--- config.mk ---
export PLATFORM = sky130hd
export DESIGN_NAME = serial_adder_ctrl
export DESIGN_NICKNAME = d
export VERILOG_FILES = /design/src/rtl/serial_add_pkg.sv /design/src/rtl/serial_adder_ctrl_full_adder.sv /design/src/rtl/serial_adder_ctrl.sv
export SDC_FILE = /design/constraint.sdc
export NUM_CORES = 1
export LEC_CHECK = 0
export CAP_MARGIN = 20
export CELL_PAD_IN_SITES_DETAIL_PLACEMENT = 0
export CELL_PAD_IN_SITES_GLOBAL_PLACEMENT = 1
export CORE_MARGIN = 2
export CORE_UTILIZATION = 40
export CTS_BUF_LIST = sky130_fd_sc_hd__clkbuf_2 sky130_fd_sc_hd__clkbuf_4 sky130_fd_sc_hd__clkbuf_8
export DETAILED_ROUTE_END_ITERATION = 8
export GPL_ROUTABILITY_DRIVEN = 0
export GPL_TIMING_DRIVEN = 0
export PLACE_DENSITY = 0.91
export RECOVER_POWER = 50
export SLEW_MARGIN = 30
export SYNTH_ARGS = -nofsm -noshare
export SYNTH_HDL_FRONTEND = slang
export SYNTH_SLANG_ARGS = --single-unit
--- constraint.sdc ---
create_clock -name clock -period 3.5 [get_ports clock]
set_input_delay 0.7 -clock clock [delete_from_list [all_inputs] [get_ports clock]]
set_output_delay 0.7 -clock clock [all_outputs]
set_load 0.03 [all_outputs]
--- src/rtl/serial_add_pkg.sv ---
// Shared types and helpers for the bit-serial adder controller.
//   sadd_state_t : controller FSM state (IDLE, RUN, DONE)
//   cnt_width()  : width of the bit-slot counter for a given operand width
package serial_add_pkg;

   typedef enum logic [1:0] {
      IDLE = 2'd0,
      RUN  = 2'd1,
      DONE = 2'd2
   } sadd_state_t;

   // At least one bit so WIDTH=1 still has a legal counter.
   function automatic int cnt_width(input int w);
      return (w <= 1) ? 1 : $clog2(w);
   endfunction

endpackage

--- src/rtl/serial_adder_ctrl_full_adder.sv ---
// One-bit full adder cell shared by every bit slot of the serial adder.
//   augend, addend, carry_in : operand bits and incoming carry
//   sum, carry_out           : sum bit and outgoing carry
module full_adder (
   input  logic augend,
   input  logic addend,
   input  logic carry_in,
   output logic sum,
   output logic carry_out
);

   logic half_sum;

   assign half_sum  = augend ^ addend;
   assign sum       = half_sum ^ carry_in;
   assign carry_out = (augend & addend) | (carry_in & half_sum);

endmodule

--- src/rtl/serial_adder_ctrl.sv ---
// Bit-serial add controller: runs one full_adder cell over WIDTH-bit operands, LSB first,
// keeping the carry in a flop between bit slots.
//   clock, reset              : clock and synchronous active-high reset
//   start_valid/start_ready   : operand handshake; augend/addend/carry_in sampled on accept
//   result_valid/result_ready : result handshake; sum/carry_out/overflow held until taken
module serial_adder_ctrl #(
   parameter int unsigned WIDTH = 8
) (
   input  logic             clock,
   input  logic             reset,
   input  logic             start_valid,
   output logic             start_ready,
   input  logic [WIDTH-1:0] augend,
   input  logic [WIDTH-1:0] addend,
   input  logic             carry_in,
   output logic             result_valid,
   input  logic             result_ready,
   output logic [WIDTH-1:0] sum,
   output logic             carry_out,
   output logic             overflow
);

   import serial_add_pkg::*;

   localparam int unsigned CntW = cnt_width(WIDTH);
   localparam logic [CntW-1:0] LastBit = CntW'(WIDTH - 1);

   sadd_state_t      state_q, state_d;
   logic [WIDTH-1:0] augend_sh_q, augend_sh_d;
   logic [WIDTH-1:0] addend_sh_q, addend_sh_d;
   logic [WIDTH-1:0] sum_sh_q, sum_sh_d;
   logic             carry_q, carry_d;
   logic             overflow_q, overflow_d;
   logic [CntW-1:0]  bit_cnt_q, bit_cnt_d;

   logic fa_sum;
   logic fa_carry;

   full_adder u_full_adder (
      .augend    (augend_sh_q[0]),
      .addend    (addend_sh_q[0]),
      .carry_in  (carry_q),
      .sum       (fa_sum),
      .carry_out (fa_carry)
   );

   always_comb begin
      state_d      = state_q;
      augend_sh_d  = augend_sh_q;
      addend_sh_d  = addend_sh_q;
      sum_sh_d     = sum_sh_q;
      carry_d      = carry_q;
      overflow_d   = overflow_q;
      bit_cnt_d    = bit_cnt_q;
      start_ready  = 1'b0;
      result_valid = 1'b0;

      unique case (state_q)
         IDLE: begin
            start_ready = 1'b1;
            if (start_valid) begin
               state_d     = RUN;
               augend_sh_d = augend;
               addend_sh_d = addend;
               carry_d     = carry_in;
               bit_cnt_d   = '0;
               sum_sh_d    = '0;
            end
         end
         RUN: begin
            augend_sh_d           = augend_sh_q >> 1;
            addend_sh_d           = addend_sh_q >> 1;
            sum_sh_d              = sum_sh_q >> 1;
            sum_sh_d[WIDTH-1]     = fa_sum;
            carry_d               = fa_carry;
            if (bit_cnt_q == LastBit) begin
               // carry_q is the carry into the MSB on the last slot.
               overflow_d = carry_q ^ fa_carry;
               state_d    = DONE;
            end else begin
               bit_cnt_d = bit_cnt_q + CntW'(1);
            end
         end
         DONE: begin
            result_valid = 1'b1;
            if (result_ready) begin
               state_d    = IDLE;
               sum_sh_d   = '0;
               carry_d    = 1'b0;
               overflow_d = 1'b0;
            end
         end
         default: state_d = IDLE;
      endcase
   end

   always_ff @(posedge clock) begin
      if (reset) begin
         state_q     <= IDLE;
         augend_sh_q <= '0;
         addend_sh_q <= '0;
         sum_sh_q    <= '0;
         carry_q     <= 1'b0;
         overflow_q  <= 1'b0;
         bit_cnt_q   <= '0;
      end else begin
         state_q     <= state_d;
         augend_sh_q <= augend_sh_d;
         addend_sh_q <= addend_sh_d;
         sum_sh_q    <= sum_sh_d;
         carry_q     <= carry_d;
         overflow_q  <= overflow_d;
         bit_cnt_q   <= bit_cnt_d;
      end
   end

   // In DONE carry_q holds the carry out of bit WIDTH-1; it is zero in IDLE.
   assign sum       = sum_sh_q;
   assign carry_out = carry_q;
   assign overflow  = overflow_q;

endmodule

==> results.yml, run 1 <==
# generated from flow reports
global_route:
  grt_use_total_pct: 16.3
  grt_pass1_vias: 1357
  grt_first_pass_wirelength_mm: 6.34
  grt.overflow.total: 0
  grt_max_degree: 11
  grt_antenna_before_repair: 0
logic_synthesis:
  most_common_cell: "dfxtp_1"
  edf_count: 0
  yosysWarnings: 0
  yosys-top-cells-count: "dfxtp_1, mux2i_1, a211oi_2"
  ys_cells: 169
  area_leaders: "dfxtp_1, a211oi_2, mux2i_1"
  yosysChipArea_um2: 1710
  postSynth.asyncResetShare_pct: 0
  synth_cell_type_count: 39
  synth-main-ff-cell: "dfxtp_1"
  top_area_share_pct: 36.3
  top_area_cell: "dfxtp_1"
  yosysSeqAreaShare_pct: 36.3
  synth_nets: 198
  synthesis.area_um2: 1710
  syn_avg_cell_area_um2: 10.1
  ys_ff: 31
  synthCells: 169
layout:
  area_growth_pct: 23.8
  nets: 237
  final_cells: 258
  antenna_cells: 0
  drive_above_1_share_pct: 14.4
  n_fill_cell: 363
routing:
  routedWlPerCell_um: 14.9
  vias_per_cell: 5.52
  routed_wl_mm: 3.84
  drtIter0Drc: 146
  drcViolationCount: 0
  drt-pass1-iter-count: 4
  vias: 1425
  ant_nets: 0
timing:
  worst_slack_ns: 0.967
  hold_viol: 0
  clock_skew_ns: 0.00442
  rsz0062_at_grt: "false"
  max_slew.worst_pin.slew_ns: 0.544
  finalMaxSlewViolations: 0
  tns_ns: 0
  min_period_ns: 2.53
  hold_slack_ns: 0.473
  slew_headroom_pct: 63.8
  fin_crit_sh_pct: 72.4
floorplanning:
  chip_area_um2: 4810
  coreArea_um2: 4060
  rows: 23
  die-width_um: 69.4
  die.size.y_um: 69.4
  initCoreUtil_pct: 42.2
worst_setup_path:
  critical_path_required_ns: 2.80
  worstSetupPathType: "reg2out"
  crit_path_end_kind: "output pin"
  worstPathArrival_ns: 1.83
  crit_fanout: 7
  start_kind: "flip-flop"
clock_network:
  cts.sinks: 31
  cts.clk_slew.worst_paths_ns: 0.07
  cts_htree_levels: 2
  cts-root-buf: "clkbuf_8"
  ctsHoldBuffers: 0
  cts_buffers: 5
  clkLatencyLatePin_ns: 0.29
  postCtsSetupRepairBufs: 0
  cts_resized: 0
  cts_buffer_depth: 2
pwr:
  power_density_nw_per_um2: 487
  vdd_drop_max_v: 0.000176
  p_leak_nw: 0.796
worst_hold_path:
  min_path_type: "reg2reg"
place:
  place_hpwl_mm: 2.62
  dp_cells: 251
  pre_cts_ws_ns: 1.28
run_status:
  status: "finished clean"
run:
  warning_count: 30
  cap_violations: 0
run 1: area by class of cell:
type	instances	area, um^2	share of cell area (%)
buffer	15	98.8	4.67
clock buffer	6	82.6	3.90
clock inverter	1	5.00	0.236
inverter	3	11.3	0.532
multi-input combinational	120	917	43.3
sequential	31	621	29.3
tap	50	62.6	2.95
timing repair buffer	32	320	15.1
run 1: worst paths after layout:
kind	slack, ns	cells after the start	to	start
worst min-delay path	0.47	2	sum[0]	sum[1]
worst max-delay path	0.97	3	start_ready	state_q[1]
worst min register to register	0.47	2	sum[0]	sum[1]
worst max register to register	1.74	6	sum[0]	state_q[0]
run 1: registers in the layout, summed over array words and instances, names as in the netlist:
name         count
overflow         1
sum              8
bit_cnt_q        3
augend_sh_q      8
state_q          2
carry_out        1
addend_sh_q      8
run 1: report_power, final:
group	total, mW	internal (mW)	leakage [nW]	switching (mW)
Clock	0.292	0.154	0.0470	0.138
Combinational	0.315	0.145	0.495	0.169
Sequential	0.424	0.394	0.254	0.0304
Total	1.03	0.693	0.796	0.338
run 1: cell usage in the layout, fill, tap and decap left out, types with 4 or more instances in the layout:
master | Yosys | final
nor2_1 | 9 | 9
nor2b_1 | 5 | 5
o311ai_1 | 8 | 7
clkbuf_1 | 2 | 5
o41ai_1 | 8 | 8
ha_1 | 7 | 7
buf_6 | 4 | 4
mux2i_1 | 16 | 16
clkdlybuf4s50_1 | 0 | 31
nor2_2 | 7 | 7
dfxtp_1 | 31 | 31
a211oi_1 | 2 | 14
clkbuf_8 | 0 | 6
nand2_1 | 12 | 12
nand2b_1 | 5 | 5
run 1: critical path, stage by stage, from the launching register on:
cell,delay [ns]
dfxtp_1,0.35
inv_1,0.11
ha_1,0.35
clkdlybuf4s50_1,0.73
run 1: per-stage QoR:
step                instance area (um^2)  total power, mW
finish                              2120             1.03
global route                        2120             1.08
CTS                                 2180             1.06
detailed placement                  2090            0.772
global placement                    2090            0.767
floorplan                           1710            0.681
run 1: per-layer routing:
metal  routed length, um  up-vias  track usage [%]  share of wire (%)
met4                  51        0             7.84                1.3
met1                1820      681             21.5                 47
met3                 176        7             4.51                4.6
met2                1800       29             24.4                 47
met5                   0        -                0                  0
li1                    -      708                -                  -
run 1: cell families after synthesis:
kind of cell               synth area share [%]
buffers and inverters                      6.58
adders and majority gates                  6.29
and+or+nand+nor                            15.4
DFF                                        36.3
AOI/OAI and AO/OA                          24.7
muxes                                      10.2
xor gates and xnor gates                  0.512
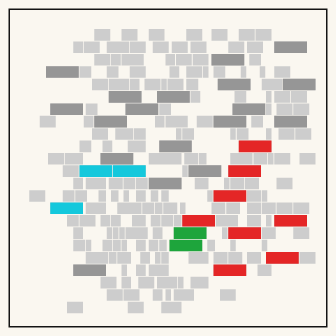
Figure 1: run 1, register map, names as in the netlist.
Other sequential cells in the stronger grey, the rest of the logic in the fainter grey.
`state_q`: in green, sequential cells 2. `sum`: in red, sequential cells 8. `bit_cnt_q`: in cyan, sequential cells 3.
fin util: 52.2%
register area: 621 um^2

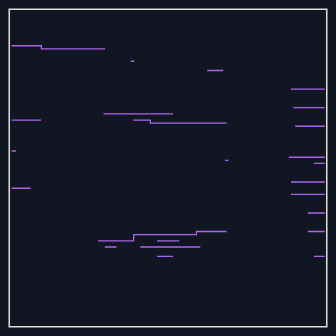
Figure 2: run 1, the metal 3 layer.
The layer carries 177 um of wire. The wires run mostly horizontal.

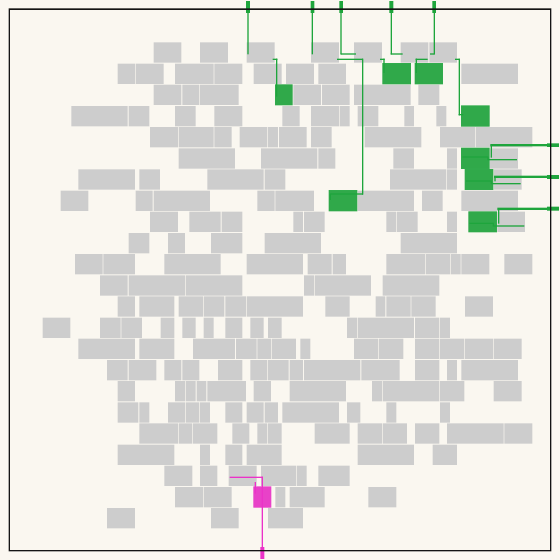
Figure 3: run 1, port wiring.
`carry_in`: in magenta, bits 1, direction input, end cells 1, buffers 1, wire 14.5 um. `augend`: in green, bits 8, direction input, end cells 8, buffers 8, wire 120 um.
I/O Buffers: 32
Top Ports: 33

==> run 1 -> run 2 <==
- CORE_UTILIZATION: 40 -> 37
- PLACE_DENSITY: 0.91 -> 0.89
- clock period: 3.5 -> 2.2 ns (I/O delays scaled with it)
==> run 2 against run 1 <==
Global-route usage decreased by 0.95 points. Critical endpoint is now result_valid. First-iteration DRC count shrank 29%. Critical path depth unchanged. Highest routed layer unchanged. Flip-flop count did not move. Via count decreased by 2.5%. Area after synthesis is the same. Sequential share of layout area down 0.12 points. Non-clock buffer count unchanged. Sequential power is 58% higher. Combinational power rose by 57%.
==> results.yml, run 2 <==
# generated from flow reports
timing:
  max_slew.worst_pin.slew_ns: 0.645
  min_period_ns: 2.10
  fin_crit_sh_pct: 95.3
  hold_viol: 0
  slew_headroom_pct: 57.0
  clock_skew_ns: 0.00391
  tns_ns: 0
  rsz0062_at_grt: "false"
routing:
  drtIter0Drc: 104
  vias_per_cell: 5.33
  routedWlPerCell_um: 14.1
  ant_nets: 0
global_route:
  grt_antenna_before_repair: 0
  grt_use_total_pct: 15.3
  grt_max_degree: 11
  grt_first_pass_wirelength_mm: 6.31
worst_hold_path:
  min_path_type: "reg2reg"
  hold_depth: 2
clock_network:
  postCtsSetupRepairBufs: 0
  cts_resized: 1
  ctsHoldBuffers: 0
  cts_htree_levels: 2
logic_synthesis:
  ys_ff: 31
  synth_nets: 198
  synth-main-ff-cell: "dfxtp_1"
  yosysSeqAreaShare_pct: 36.3
  edf_count: 0
  top_area_share_pct: 36.3
  postSynth.asyncResetShare_pct: 0
  area_leaders: "dfxtp_1, a211oi_2, mux2i_1"
  yosysWarnings: 0
  yosys-top-cells-count: "dfxtp_1, mux2i_1, a211oi_2"
  yosysChipArea_um2: 1710
  synth_cell_type_count: 39
  synthCells: 169
  ys_cells: 169
worst_setup_path:
  reg2reg_from: "state_q[0]"
  slowest_delay_ns: 0.69
  worstPathArrival_ns: 1.66
  crit_chain: "inv_1 > ha_1 > clkdlybuf4s50_1"
  critPathTopFamily: "buffers and inverters"
  worstSetupPathType: "reg2out"
run_status:
  status: "finished clean"
place:
  place_area_um2: 2100
  portBuffers: 32
  place_hpwl_mm: 2.65
  dp_cells: 253
layout:
  layout_top_cell: "dfxtp_1"
  drive_above_1_share_pct: 15.8
  final_cell_area_um2: 2130
  layout_top_cells: "dfxtp_1, clkdlybuf4s50_1, mux2i_1"
  final_cells: 261
  nets: 237
  antenna_cells: 0
floorplanning:
  rows: 24
  coreArea_um2: 4410
  initCoreUtil_pct: 38.7
pwr:
  vdd_drop_max_v: 0.000327
run:
  cap_violations: 0
  warning_count: 30
[run 2: cell types whose count changed in the layout (fill, tap and decap cells not counted), moves of 2 or more]
cell,previous run,this run
a211oi_2,2,9
a211oi_1,14,7
nor2_1,9,13
nor2_2,7,3
clkbuf_4,0,2
clkdlybuf4s50_1,31,28
dlygate4sd3_1,1,3
clkbuf_2,1,3
[run 2: cell type report]
class / instances / area (um^2) / share of cell area, %
inverter: 3 / 11.3 / 0.529
timing repair buffer: 32 / 319 / 15.0
buffer: 15 / 91.3 / 4.29
clock inverter: 1 / 5.00 / 0.235
multi-input combinational: 120 / 931 / 43.8
sequential: 31 / 621 / 29.2
clock buffer: 7 / 83.8 / 3.94
tap: 52 / 65.1 / 3.06
[run 2: worst max-delay path by stage]
stage	from	slack [ns]	end
global placement	state_q[1]	0.25	start_ready
finish	state_q[0]	0.10	result_valid
CTS	state_q[0]	0.09	result_valid
detailed placement	state_q[1]	0.26	start_ready
floorplan	state_q[1]	0.55	addend_sh_q[7]
global route	state_q[0]	0.02	result_valid
[run 2: where the power goes]
part | total [mW] | internal, mW | switching, mW
logic | 0.494 | 0.218 | 0.276
clock network | 0.453 | 0.246 | 0.206
registers | 0.671 | 0.626 | 0.0443
total | 1.62 | 1.09 | 0.527
[run 2: worst register-to-register path, stage by stage, from the launching register on]
cell	delay, ns
dfxtp_1	0.42
inv_1	0.09
ha_1	0.30
mux2_1	0.41
clkbuf_2	0.25
nor2_1	0.16
a211oi_2	0.06
[run 2: kinds of logic after synthesis]
family / share of synthesized area (%)
mux: 10.2
flops: 36.3
buf+inv: 6.58
xor+xnor: 0.512
fa+ha+maj: 6.29
compound gates: 24.7
simple gates: 15.4
[run 2: routing by layer]
| layer | GRT usage, % | vias to the layer above | part of all wire (%) | wire length [um] |
|---|---|---|---|---|
| met5 | 0 | - | 0 | 0 |
| met1 | 22.1 | 636 | 51 | 1860 |
| met2 | 22.2 | 34 | 44 | 1610 |
| met3 | 4.86 | 4 | 5.1 | 186 |
| li1 | - | 716 | - | - |
| met4 | 3.77 | 0 | 0.65 | 24 |
[run 2: through the flow]
| stage | utilization, % | total power [mW] | setup slack, ns | hold WS, ns |
|---|---|---|---|---|
| final | 48.2 | 1.62 | 0.104 | 0.475 |
| after floorplan | - | 1.08 | 0.550 | 0.460 |
| after global placement | 47.5 | 1.22 | 0.250 | 0.466 |
| after detailed placement | 47.5 | 1.22 | 0.262 | 0.468 |
| after global routing | 48.2 | 1.73 | 0.0196 | 0.495 |
| after CTS | 49.5 | 1.68 | 0.0941 | 0.477 |
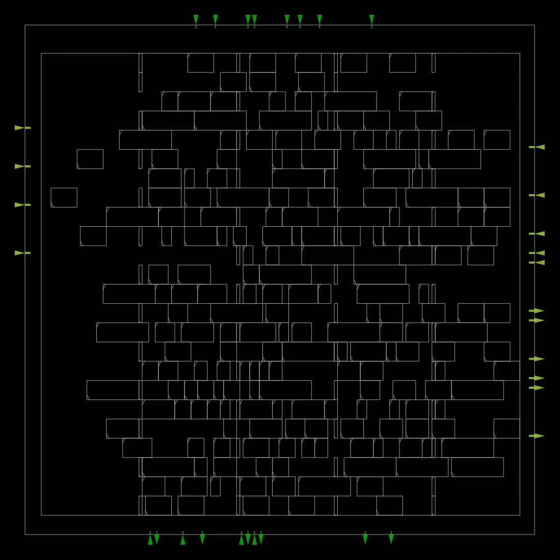
Figure 4: run 2, placed standard cells.
FILL cells: 445
fin util: 48.2%

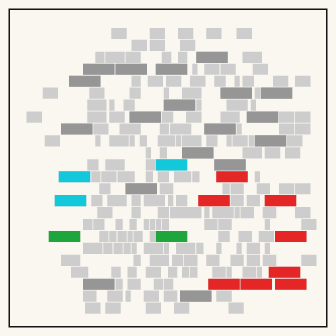
Figure 5: run 2, register map, names as in the netlist.
Other sequential cells in the stronger grey, the rest of the logic in the fainter grey.
`bit_cnt_q`: in cyan, sequential cells 3. `sum`: in red, sequential cells 8, where lower right. `state_q`: in green, sequential cells 2.

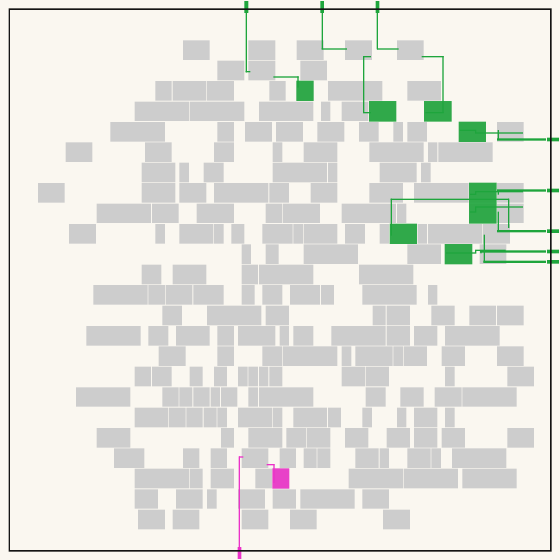
Figure 6: run 2, port wiring.
`carry_in`: in magenta, bits 1, direction input, end cells 1, buffers 1, wire 15.8 um. `augend`: in green, bits 8, direction input, end cells 8, buffers 8, wire 150 um.

Power is estimated from default activity; no workload was simulated.
